### src/rtl/scanchain_writer.sv
`default_nettype none
// ============================================================================
//  Module   : scanchain_writer
//  Purpose  : Accepts one scan-chain write per valid/ready handshake and shifts
//             {payload, addr} LSB first into the chip scan chain.
//  Revision : 1.0 - initial release
// ============================================================================
module scanchain_writer #(
    parameter int ADDR_BITS    = 12,
    parameter int PAYLOAD_BITS = 169,
    parameter int SCAN_CLK_DIV = 4,
    parameter int RESET_CYCLES = 8
) (
    input  logic                    clk,
    input  logic                    reset_n,
    input  logic                    write_valid,
    output logic                    write_ready,
    input  logic [ADDR_BITS-1:0]    write_addr,
    input  logic [PAYLOAD_BITS-1:0] write_payload,
    input  logic                    write_reset,
    output logic                    scan_clk,
    output logic                    scan_en,
    output logic                    scan_in,
    output logic                    scan_reset,
    output logic                    scan_latch
);

    localparam int c_n       = PAYLOAD_BITS + ADDR_BITS;
    localparam int c_bit_w   = (c_n > 1) ? $clog2(c_n) : 1;
    localparam int c_cnt_max = (SCAN_CLK_DIV > RESET_CYCLES) ? SCAN_CLK_DIV : RESET_CYCLES;
    localparam int c_ph_w    = (c_cnt_max > 1) ? $clog2(c_cnt_max) : 1;

    localparam logic [c_bit_w-1:0] c_last_bit = c_bit_w'(c_n - 1);
    localparam logic [c_ph_w-1:0]  c_div_last = c_ph_w'(SCAN_CLK_DIV - 1);
    localparam logic [c_ph_w-1:0]  c_rst_last = c_ph_w'(RESET_CYCLES - 1);

    typedef enum logic [1:0] {
        ST_IDLE  = 2'd0,
        ST_RESET = 2'd1,
        ST_SHIFT = 2'd2,
        ST_LATCH = 2'd3
    } state_t;

    state_t              r_state, w_state_nxt;
    logic [c_bit_w-1:0]  r_bit, w_bit_nxt;
    logic [c_ph_w-1:0]   r_phase, w_phase_nxt;
    logic                r_high, w_high_nxt;
    logic [c_n-1:0]      r_shift, w_shift_nxt;
    logic                r_ready;
    logic                r_scan_clk, r_scan_en, r_scan_in, r_scan_reset, r_scan_latch;

    always_comb begin
        w_state_nxt = r_state;
        w_bit_nxt   = r_bit;
        w_phase_nxt = r_phase;
        w_high_nxt  = r_high;
        w_shift_nxt = r_shift;
        case (r_state)
            ST_IDLE: begin
                if (write_valid && r_ready) begin
                    w_shift_nxt = {write_payload, write_addr};
                    w_state_nxt = write_reset ? ST_RESET : ST_SHIFT;
                    w_bit_nxt   = '0;
                    w_phase_nxt = '0;
                    w_high_nxt  = 1'b0;
                end
            end
            ST_RESET: begin
                if (r_phase == c_rst_last) begin
                    w_state_nxt = ST_SHIFT;
                    w_phase_nxt = '0;
                    w_bit_nxt   = '0;
                    w_high_nxt  = 1'b0;
                end else begin
                    w_phase_nxt = r_phase + 1'b1;
                end
            end
            ST_SHIFT: begin
                if (r_phase == c_div_last) begin
                    w_phase_nxt = '0;
                    if (!r_high) begin
                        w_high_nxt = 1'b1;
                    end else if (r_bit == c_last_bit) begin
                        w_state_nxt = ST_LATCH;
                        w_high_nxt  = 1'b0;
                        w_bit_nxt   = '0;
                    end else begin
                        // Next bit: data moves only as the clock returns low
                        w_high_nxt  = 1'b0;
                        w_bit_nxt   = r_bit + 1'b1;
                        w_shift_nxt = r_shift >> 1;
                    end
                end else begin
                    w_phase_nxt = r_phase + 1'b1;
                end
            end
            ST_LATCH: begin
                if (r_phase == c_div_last) begin
                    w_state_nxt = ST_IDLE;
                    w_phase_nxt = '0;
                end else begin
                    w_phase_nxt = r_phase + 1'b1;
                end
            end
            default: begin
                w_state_nxt = ST_IDLE;
            end
        endcase
    end

    // Outputs are registered from the next-state decode so they line up with the state
    always_ff @(posedge clk or negedge reset_n) begin
        if (!reset_n) begin
            r_state      <= ST_IDLE;
            r_bit        <= '0;
            r_phase      <= '0;
            r_high       <= 1'b0;
            r_shift      <= '0;
            r_ready      <= 1'b0;
            r_scan_clk   <= 1'b0;
            r_scan_en    <= 1'b0;
            r_scan_in    <= 1'b0;
            r_scan_reset <= 1'b0;
            r_scan_latch <= 1'b0;
        end else begin
            r_state      <= w_state_nxt;
            r_bit        <= w_bit_nxt;
            r_phase      <= w_phase_nxt;
            r_high       <= w_high_nxt;
            r_shift      <= w_shift_nxt;
            r_ready      <= (w_state_nxt == ST_IDLE);
            r_scan_clk   <= (w_state_nxt == ST_SHIFT) && w_high_nxt;
            r_scan_en    <= (w_state_nxt == ST_SHIFT);
            r_scan_in    <= (w_state_nxt == ST_SHIFT) && w_shift_nxt[0];
            r_scan_reset <= (w_state_nxt == ST_RESET);
            r_scan_latch <= (w_state_nxt == ST_LATCH);
        end
    end

    assign write_ready = r_ready;
    assign scan_clk    = r_scan_clk;
    assign scan_en     = r_scan_en;
    assign scan_in     = r_scan_in;
    assign scan_reset  = r_scan_reset;
    assign scan_latch  = r_scan_latch;

endmodule
`default_nettype wire

### config.mk
export PLATFORM = sky130hd
export DESIGN_NAME = scanchain_writer
export DESIGN_NICKNAME = d
export VERILOG_FILES = /design/src/rtl/scanchain_writer.sv
export SDC_FILE = /design/constraint.sdc
export NUM_CORES = 1
export LEC_CHECK = 0
export ABC_AREA = 1
export CELL_PAD_IN_SITES_DETAIL_PLACEMENT = 1
export CELL_PAD_IN_SITES_GLOBAL_PLACEMENT = 1
export CORE_ASPECT_RATIO = 0.9
export CORE_MARGIN = 2
export CORE_UTILIZATION = 38
export CTS_CLUSTER_SIZE = 20
export DETAILED_ROUTE_END_ITERATION = 6
export GPL_TIMING_DRIVEN = 0
export PLACE_DENSITY_LB_ADDON = 0.1
export SYNTH_ARGS = -nofsm -noshare
export SYNTH_HDL_FRONTEND = slang
export SYNTH_SLANG_ARGS = --single-unit
### constraint.sdc
create_clock -name clk -period 2.18 [get_ports clk]
set_input_delay 0.218 -clock clk [delete_from_list [all_inputs] [get_ports clk]]
set_output_delay 0.218 -clock clk [all_outputs]
set_load 0.02 [all_outputs]
==> run_1/gates.png <==
Bar = 50 um.
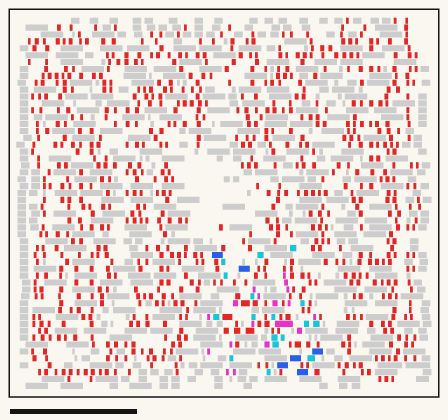
- cyan: aoi and oai cells (cells 17; where south)
- red: nand cells (cells 772; where all over the die)
- blue: fa/ha/maj cells (cells 6)
- magenta: nor cells (cells 18; where south)

==> run_1/placed.png <==
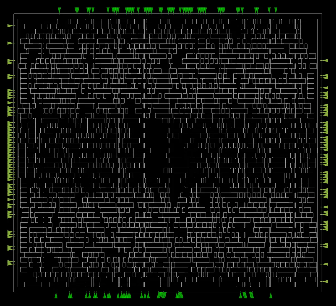
final non-filler cell total: 1664
flop share of the area: 40.8%
Core Area: 24100 sq um
Flops: 201
tap cells: 308

==> flow_metrics.env, run 1 <==
# flow metrics
export IMPL_place_gp_congestion=0.776
export IMPL_worst_r2r_endpoint="r_shift[29]"
export IMPL_finalSetupViolCount=0
export IMPL_yosys_area_share_xor_xnor_pct=0.0941
export IMPL_final_min_clock_period_ns=2.02
export IMPL_powerDensity_nw_per_um2=620
export IMPL_path_class="reg2reg"
export IMPL_crit_fanout=10
export IMPL_crit_slowest_cell="buf_1"
export IMPL_die_width_um=169
export IMPL_cp_start_kind="register"
export IMPL_async_flop_share_pct=100
export IMPL_grt_setup_unrepaired="no"
export IMPL_fin_crit_sh_pct=92.6
export IMPL_viasPerCell=5.07
export IMPL_cts_buffers_inserted=23
export IMPL_clk_latency_ns=0.51
export IMPL_tightestPinTransition_ns=0.478
export IMPL_seqPwrFrac_pct=48.8
export IMPL_synthMostInstantiatedCell="nand2_1"
export IMPL_top_cells_by_area="dfrtp_1 (54%), nand3_1 (20%), nand2_1 (16%), buf_2 (1.6%), buf_6 (1.3%)"
export IMPL_cts_tree="yes"
export IMPL_drive_above_1_share_pct=7.89
export IMPL_antenna_cells=0
export IMPL_edf_count=0
export IMPL_place_ws_ns=0.132
export IMPL_synthCells=1123
export IMPL_compound_area_share_pct=1.22
export IMPL_grt_pass1_wl_mm=43.6
export IMPL_comb_share_pct=30.0
export IMPL_clk_share_pct=5.29
export IMPL_path_depth=9
export IMPL_antenna_found_initial=0
export IMPL_ios=191
export IMPL_fp_utilization_pct=38.6
export IMPL_logic_gates=815
export IMPL_dr_pass1_iters=5
export IMPL_cts_repair_resized=0
export IMPL_status="completed"
export IMPL_clock_sinks=201
export IMPL_post_cts_buffers=0
export IMPL_ys_cells=1123
export IMPL_ys_seq_elements=201
export IMPL_regArea_sq_um=5030
export IMPL_grt_pass1_vias=8611
export IMPL_die_area_sq_um=25800
export IMPL_pwr_share_clk_pct=45.5
export IMPL_fp_nets=1314
export IMPL_root_buffer="clkbuf_16"
export IMPL_dr_first_iter_drc_count=569
export IMPL_combPwrFrac_pct=5.7
export IMPL_ys_warn_count=0
export IMPL_largest_register="r_shift"
export IMPL_path_delay_family="buffers and inverters"
export IMPL_top_area_share_pct=54.0
export IMPL_nNetsFinal=1532
export IMPL_worstRegToRegCells=9
export IMPL_globalRouteTotalUtil_pct=20.6
export IMPL_largest_cell_class="registers"
export IMPL_hp_class="in2async"
export IMPL_drtAntennaViolNets=0
export IMPL_cp_required_ns=2.62
export IMPL_netlist_area_sq_um=9310
export IMPL_area_delta_synth_final_pct=32.4
export IMPL_fa_ha_area_share_pct=0.807
export IMPL_nNonClkBuffers=274
export IMPL_slew_headroom_pct=68.2
export IMPL_largestRegisters="r_shift x181, r_bit x8, r_phase x3"
export IMPL_crit_path_end_kind="register"
export IMPL_endpoint="r_shift[29]"
export IMPL_p_sw_mw=1.66
export IMPL_layout_cells_most_common="nand2_1"
export IMPL_clkbuf_count=33
export IMPL_grt_max_degree=80
export IMPL_io_buffers=190
==> run_1/closeup.png <==
Bar = 10 um. Region (72, 33) to (97, 58) um. Cells in grey, sequential cells in the stronger grey; small squares are vias.
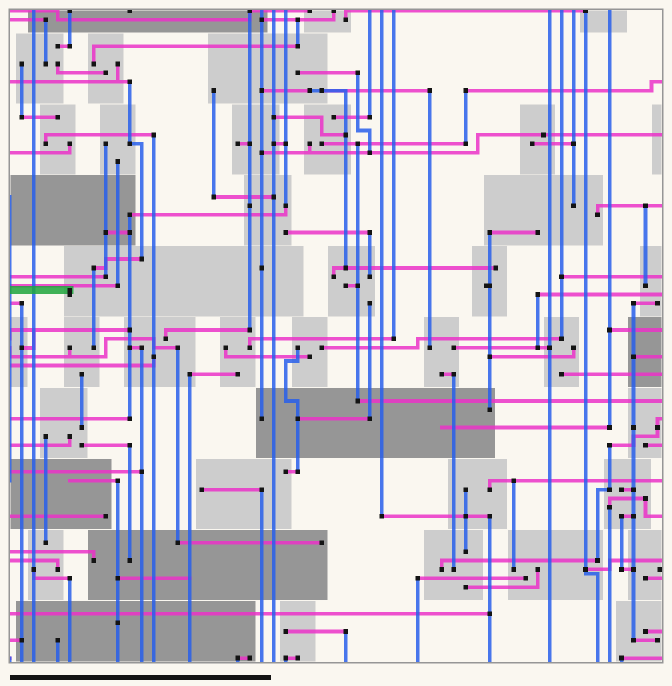
- green: M3
- blue: M2
- magenta: M1
- netlist names of flops here include: r_shift (3), r_bit (1)
- most frequent: nand2_1 (9), nand3_1 (4), dfrtp_1 (4)
- sequential cells in the window: 4
- cells with their middle in the window: 34

[run 1: layer usage]
| layer | up-vias | track usage (%) | part of all wire (%) |
|---|---|---|---|
| met2 | 153 | 33.3 | 46 |
| met3 | 27 | 3.27 | 4.1 |
| met4 | 0 | 3.91 | 1.5 |
| met1 | 4096 | 29.7 | 48 |
| li1 | 4155 | - | - |
| met5 | - | 0 | 0 |
[run 1: kinds of logic (layout without fill, tap and decap cells)]
logic type | Yosys count | in the layout
buf+inv | 107 | 340
simple gates | 790 | 790
compound gates | 18 | 18
fa+ha+maj | 6 | 6
flops | 201 | 201
xor+xnor | 1 | 1
[run 1: stage by stage]
step                      cell area, sq um  instances
final                                12300       1664
after global routing                 12300       1664
after CTS                            12300       1664
after detailed placement             11700       1623
after global placement               11600       1621
after floorplan                       9310       1123
--- run 2 (diff from run 1) ---
- ABC_CLOCK_PERIOD_IN_PS: not set -> 1800
- CORE_UTILIZATION: 38 -> 34
- RECOVER_POWER: not set -> 100
- clock period: 2.18 -> 1.8 ns (I/O delays scaled with it)
==> flow_metrics.env, run 2 <==
# flow metrics
export IMPL_top_cells_by_area="dfrtp_1 (54%), nand3_1 (20%), nand2_1 (16%), buf_2 (1.6%), buf_6 (1.3%)"
export IMPL_globalRouteTotalUtil_pct=19.4
export IMPL_fp_utilization_pct=34.5
export IMPL_cts_tree="yes"
export IMPL_nWellTaps=354
export IMPL_dr_pass1_iters=5
export IMPL_grt_setup_unrepaired="yes"
export IMPL_path_class="reg2reg"
export IMPL_final_min_clock_period_ns=1.77
export IMPL_final_layout_top_logic_cells="nand2_1 (362), nand3_1 (358), dfrtp_1 (201), clkdlybuf4s50_1 (189)"
export IMPL_p_sw_mw=2.12
export IMPL_cp_required_ns=2.20
export IMPL_synthCells=1123
export IMPL_fin_crit_sh_pct=98.2
export IMPL_die_width_um=178
export IMPL_wl_met3_mm=1.08
export IMPL_yosys_area_share_xor_xnor_pct=0.0941
export IMPL_antenna_cells=0
export IMPL_seqPwrFrac_pct=45.1
export IMPL_ff_count=201
export IMPL_met1_usage_pct=27.9
export IMPL_grt_pass1_vias=8771
export IMPL_powerDensity_nw_per_um2=759
export IMPL_ys_seq_elements=201
export IMPL_drive_above_1_share_pct=13.9
export IMPL_layout_cells_most_common="nand2_1"
export IMPL_cts_repair_resized=43
export IMPL_seq_area_share_pct=38.1
export IMPL_viasPerCell=4.97
export IMPL_io_buffers=190
export IMPL_fa_ha_area_share_pct=0.807
export IMPL_netlist_area_sq_um=9310
export IMPL_compound_area_share_pct=1.22
export IMPL_ys_seq_share_pct=54.0
export IMPL_nNetsFinal=1544
export IMPL_cp_start_kind="register"
export IMPL_status="completed"
export IMPL_tightestPinTransition_ns=0.849
export IMPL_largest_cell_class="registers"
export IMPL_grt_util_met2_pct=30.9
export IMPL_crit_fanout=7
export IMPL_path_delay_family="simple AND/OR/NAND/NOR gates"
export IMPL_largest_register="r_shift"
export IMPL_ys_cells=1123
export IMPL_highest_layer="met5"
export IMPL_clock_sinks=201
export IMPL_post_cts_buffers=6
export IMPL_drtAntennaViolNets=0
export IMPL_fp_nets=1314
export IMPL_grt_busiest_layer="met2"
export IMPL_synthMostInstantiatedCell="nand2_1"
export IMPL_crit_path_end_kind="register"
export IMPL_clkbuf_count=37
export IMPL_ys_warn_count=0
export IMPL_comb_share_pct=29.8
export IMPL_drt_met1_wl_mm=13.5
export IMPL_combPwrFrac_pct=5.1
export IMPL_clk_share_pct=6.10
export IMPL_grt_pass1_wl_mm=45.1
export IMPL_area_delta_synth_final_pct=41.8
export IMPL_met3_usage_pct=3.13
export IMPL_clockBufferDepth=3
export IMPL_mux_area_share_pct=0
export IMPL_pwr_share_clk_pct=49.8
export IMPL_antenna_found_initial=1
export IMPL_grt_max_degree=108
export IMPL_fin_cells=1725
export IMPL_route_met2_wl_mm=13.2
export IMPL_largestRegisters="r_shift x181, r_bit x8, r_phase x3"
export IMPL_ir_drop_mv=0.557
export IMPL_root_buffer="clkbuf_16"
export IMPL_dr_first_iter_drc_count=406
export IMPL_async_flop_share_pct=100
export IMPL_top_area_share_pct=54.0
export IMPL_slew_headroom_pct=43.4
export IMPL_nNonClkBuffers=284
export IMPL_edf_count=0
export IMPL_crit_slowest_cell="dfrtp_1"
export IMPL_hp_class="in2reg"
export IMPL_coreArea_sq_um=27000
export IMPL_finalSetupViolCount=0
export IMPL_place_gp_congestion=0.762
[run 2: final timing paths]
check,from,end,slack [ns],depth (start not counted)
hold / removal,write_payload[10],r_shift[22],0.23,3
max in group asynchronous,reset_n,r_shift[170],0.24,3
hold reg to reg,r_shift[2],r_shift[2],0.48,2
setup reg to reg,r_phase[0],r_shift[72],0.03,11
setup / recovery,r_phase[0],r_shift[72],0.03,11
min in group asynchronous,reset_n,r_shift[101],0.32,2
[run 2: through the flow]
stage	worst slack (ns)	TNS, ns	area, sq um
floorplan	0.146	0	9310
global placement	-8.61	-1750.12	11700
detailed placement	-0.229	-24.37	11700
CTS	0.00181	0	12700
global route	-0.0378	-0.657	13200
finish	0.0330	0	13200
[run 2: tightest hold or removal path: stages]
cell and delay, ns:
clkdlybuf4s50_1 0.39, nand2_1 0.06, nand3_1 0.07
==> run_2/clock_wires.png <==
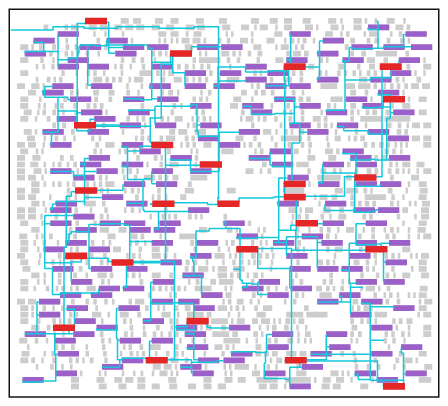
- cyan: clock wires (length 3120 um)
- purple: flip-flops (count 201)
- red: clock-net drivers (count 24)
- routed clock nets: 25
- flops lie: all over the die

==> run_2/route_heat.png <==
The die is cut into 36 by 32 equal tiles; black is low, pale yellow is high, scaled to the fullest tile. Values are wire area over tile area, all layers added.
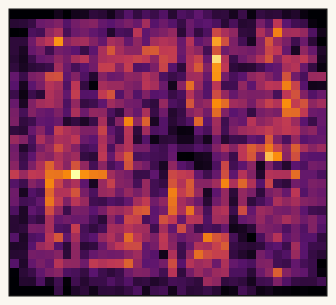
- nearly empty tiles: 2.9%
- fullest tile: 0.50
- mean over tiles: 0.15

--- run 3 (diff from run 2) ---
- REMOVE_ABC_BUFFERS: not set -> 1
==> flow_metrics.env, run 3 <==
# flow metrics
export IMPL_status="finished with violations"
export IMPL_violations="negative setup slack"
export IMPL_largest_cell_class="registers"
export IMPL_seqPwrFrac_pct=43.4
export IMPL_post_cts_buffers=12
export IMPL_die_area_sq_um=28700
export IMPL_nWellTaps=354
export IMPL_drt_met1_wl_mm=16.1
export IMPL_synthMostInstantiatedCell="nand2_1"
export IMPL_ys_cells=1123
export IMPL_grt_pass1_wl_mm=50.5
export IMPL_final_layout_top_logic_cells="nand2_1 (372), nand3_1 (365), dfrtp_1 (199), clkdlybuf4s50_1 (189), clkbuf_16 (32)"
export IMPL_dr_first_iter_drc_count=658
export IMPL_fin_ws_ns=-0.0665
export IMPL_largestRegisters="r_shift x181, r_bit x8, r_phase x3"
export IMPL_grt_util_met2_pct=38.2
export IMPL_fin_crit_sh_pct=104
export IMPL_top_area_share_pct=54.0
export IMPL_root_buffer="clkbuf_16"
export IMPL_cts_tree="yes"
export IMPL_comb_share_pct=31.0
export IMPL_met3_usage_pct=4.66
export IMPL_grt_max_degree=110
export IMPL_largest_register="r_shift"
export IMPL_powerDensity_nw_per_um2=767
export IMPL_die_width_um=178
export IMPL_hold_depth=3
export IMPL_netlist_area_sq_um=9310
export IMPL_regArea_sq_um=5030
export IMPL_fp_utilization_pct=34.5
export IMPL_hp_class="in2reg"
export IMPL_final_min_clock_period_ns=1.87
export IMPL_layout_cells_most_common="nand2_1"
export IMPL_place_gp_congestion=0.732
export IMPL_worstRegToRegCells=9
export IMPL_cts_repair_resized=40
export IMPL_edf_count=0
export IMPL_globalRouteTotalUtil_pct=22.5
export IMPL_io_buffers=190
export IMPL_cp_cell_sequence="ha_4 > ha_4 > nand2_4 > inv_4 > nand2_8 > nand2_8 > buf_16 > nand2_8 > a22o_1"
export IMPL_async_flop_share_pct=100
export IMPL_clk_share_pct=6.34
export IMPL_area_delta_synth_final_pct=45.9
export IMPL_place_ws_ns=-0.730
export IMPL_cp_required_ns=2.20
export IMPL_ys_seq_elements=201
export IMPL_hold_path_end="r_shift[61]"
export IMPL_seq_area_share_pct=37.1
export IMPL_path_class="reg2reg"
export IMPL_grt_setup_unrepaired="yes"
export IMPL_highest_layer="met5"
export IMPL_finalSetupViolCount=15
export IMPL_r2r_start="r_phase[1]"
export IMPL_grt_pass1_vias=9200
export IMPL_ir_drop_mv=0.667
export IMPL_viasPerCell=5.21
export IMPL_ys_warn_count=0
export IMPL_antenna_found_initial=3
export IMPL_p_sw_mw=2.16
export IMPL_wl_met3_mm=1.98
export IMPL_antenna_cells=2
export IMPL_ys_seq_share_pct=54.0
export IMPL_worst_r2r_endpoint="r_shift[180]"
export IMPL_slew_headroom_pct=49.1
export IMPL_path_delay_family="simple AND/OR/NAND/NOR gates"
export IMPL_crit_fanout=8
export IMPL_nNonClkBuffers=243
export IMPL_clockBufferDepth=3
export IMPL_clkbuf_count=33
export IMPL_crit_slowest_cell="dfrtp_1"
export IMPL_logic_gates=831
export IMPL_coreArea_sq_um=27000
export IMPL_crit_path_end_kind="register"
export IMPL_rrSetupSlack_ns=-0.07
export IMPL_cp_start_kind="register"
export IMPL_ff_count=201
export IMPL_drive_above_1_share_pct=11.9
export IMPL_clock_sinks=201
export IMPL_route_met2_wl_mm=17.1
export IMPL_met1_usage_pct=29.7
export IMPL_top_cells_by_area="dfrtp_1 (54%), nand3_1 (20%), nand2_1 (16%), buf_2 (1.6%), buf_6 (1.3%)"
export IMPL_ios=191
export IMPL_dr_pass1_iters=5
export IMPL_endpoint="r_shift[180]"
export IMPL_arrival_ns=2.26
export IMPL_hp_start="write_payload[49]"
export IMPL_drc=0
export IMPL_path_depth=9
run 3: cell families after synthesis:
logic type	after synthesis	synth area share, %
buffers and inverters	107	6.25
adders and majority gates	6	0.807
AOI/OAI and AO/OA	18	1.22
DFF	201	54.0
xor gates and xnor gates	1	0.0941
and+or+nand+nor	790	37.6
run 3: through the flow:
step | cells | setup TNS, ns | hold WS (ns) | power, mW | area (sq um)
finish | 1702 | -0.349 | 0.231 | 10.4 | 13600
global route | 1700 | -3.31 | 0.236 | 10.7 | 13600
CTS | 1664 | 0 | 0.214 | 10.5 | 12800
detailed placement | 1591 | -92.89 | 0.251 | 5.12 | 11300
global placement | 1586 | -2188.62 | 0.465 | 5.12 | 11200
floorplan | 1042 | -187.24 | -0.116 | 4.60 | 8820
==> run_3/placed.png <==
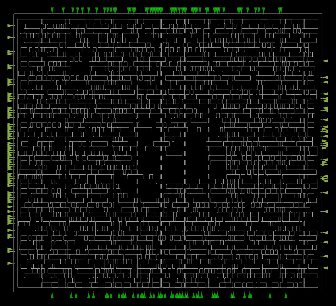
filler instances: 3100
final cell utilization of the core: 50.4%
Site Rows: 57

==> run_3/clock_wires.png <==
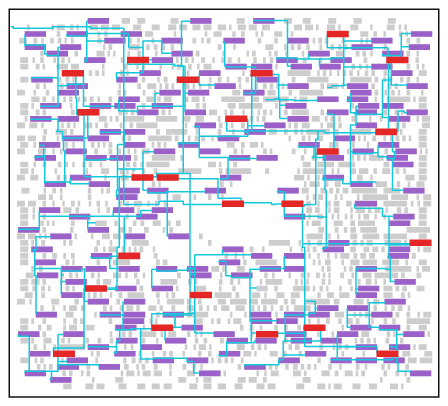
share of power burned in the clock network: 51.7%
skew final: 0.00994 ns
clk_lat worst skew: 0.52 ns
Clock net power: 5.38 mW

No activity file was given, so power comes from the tool's default toggle rates.
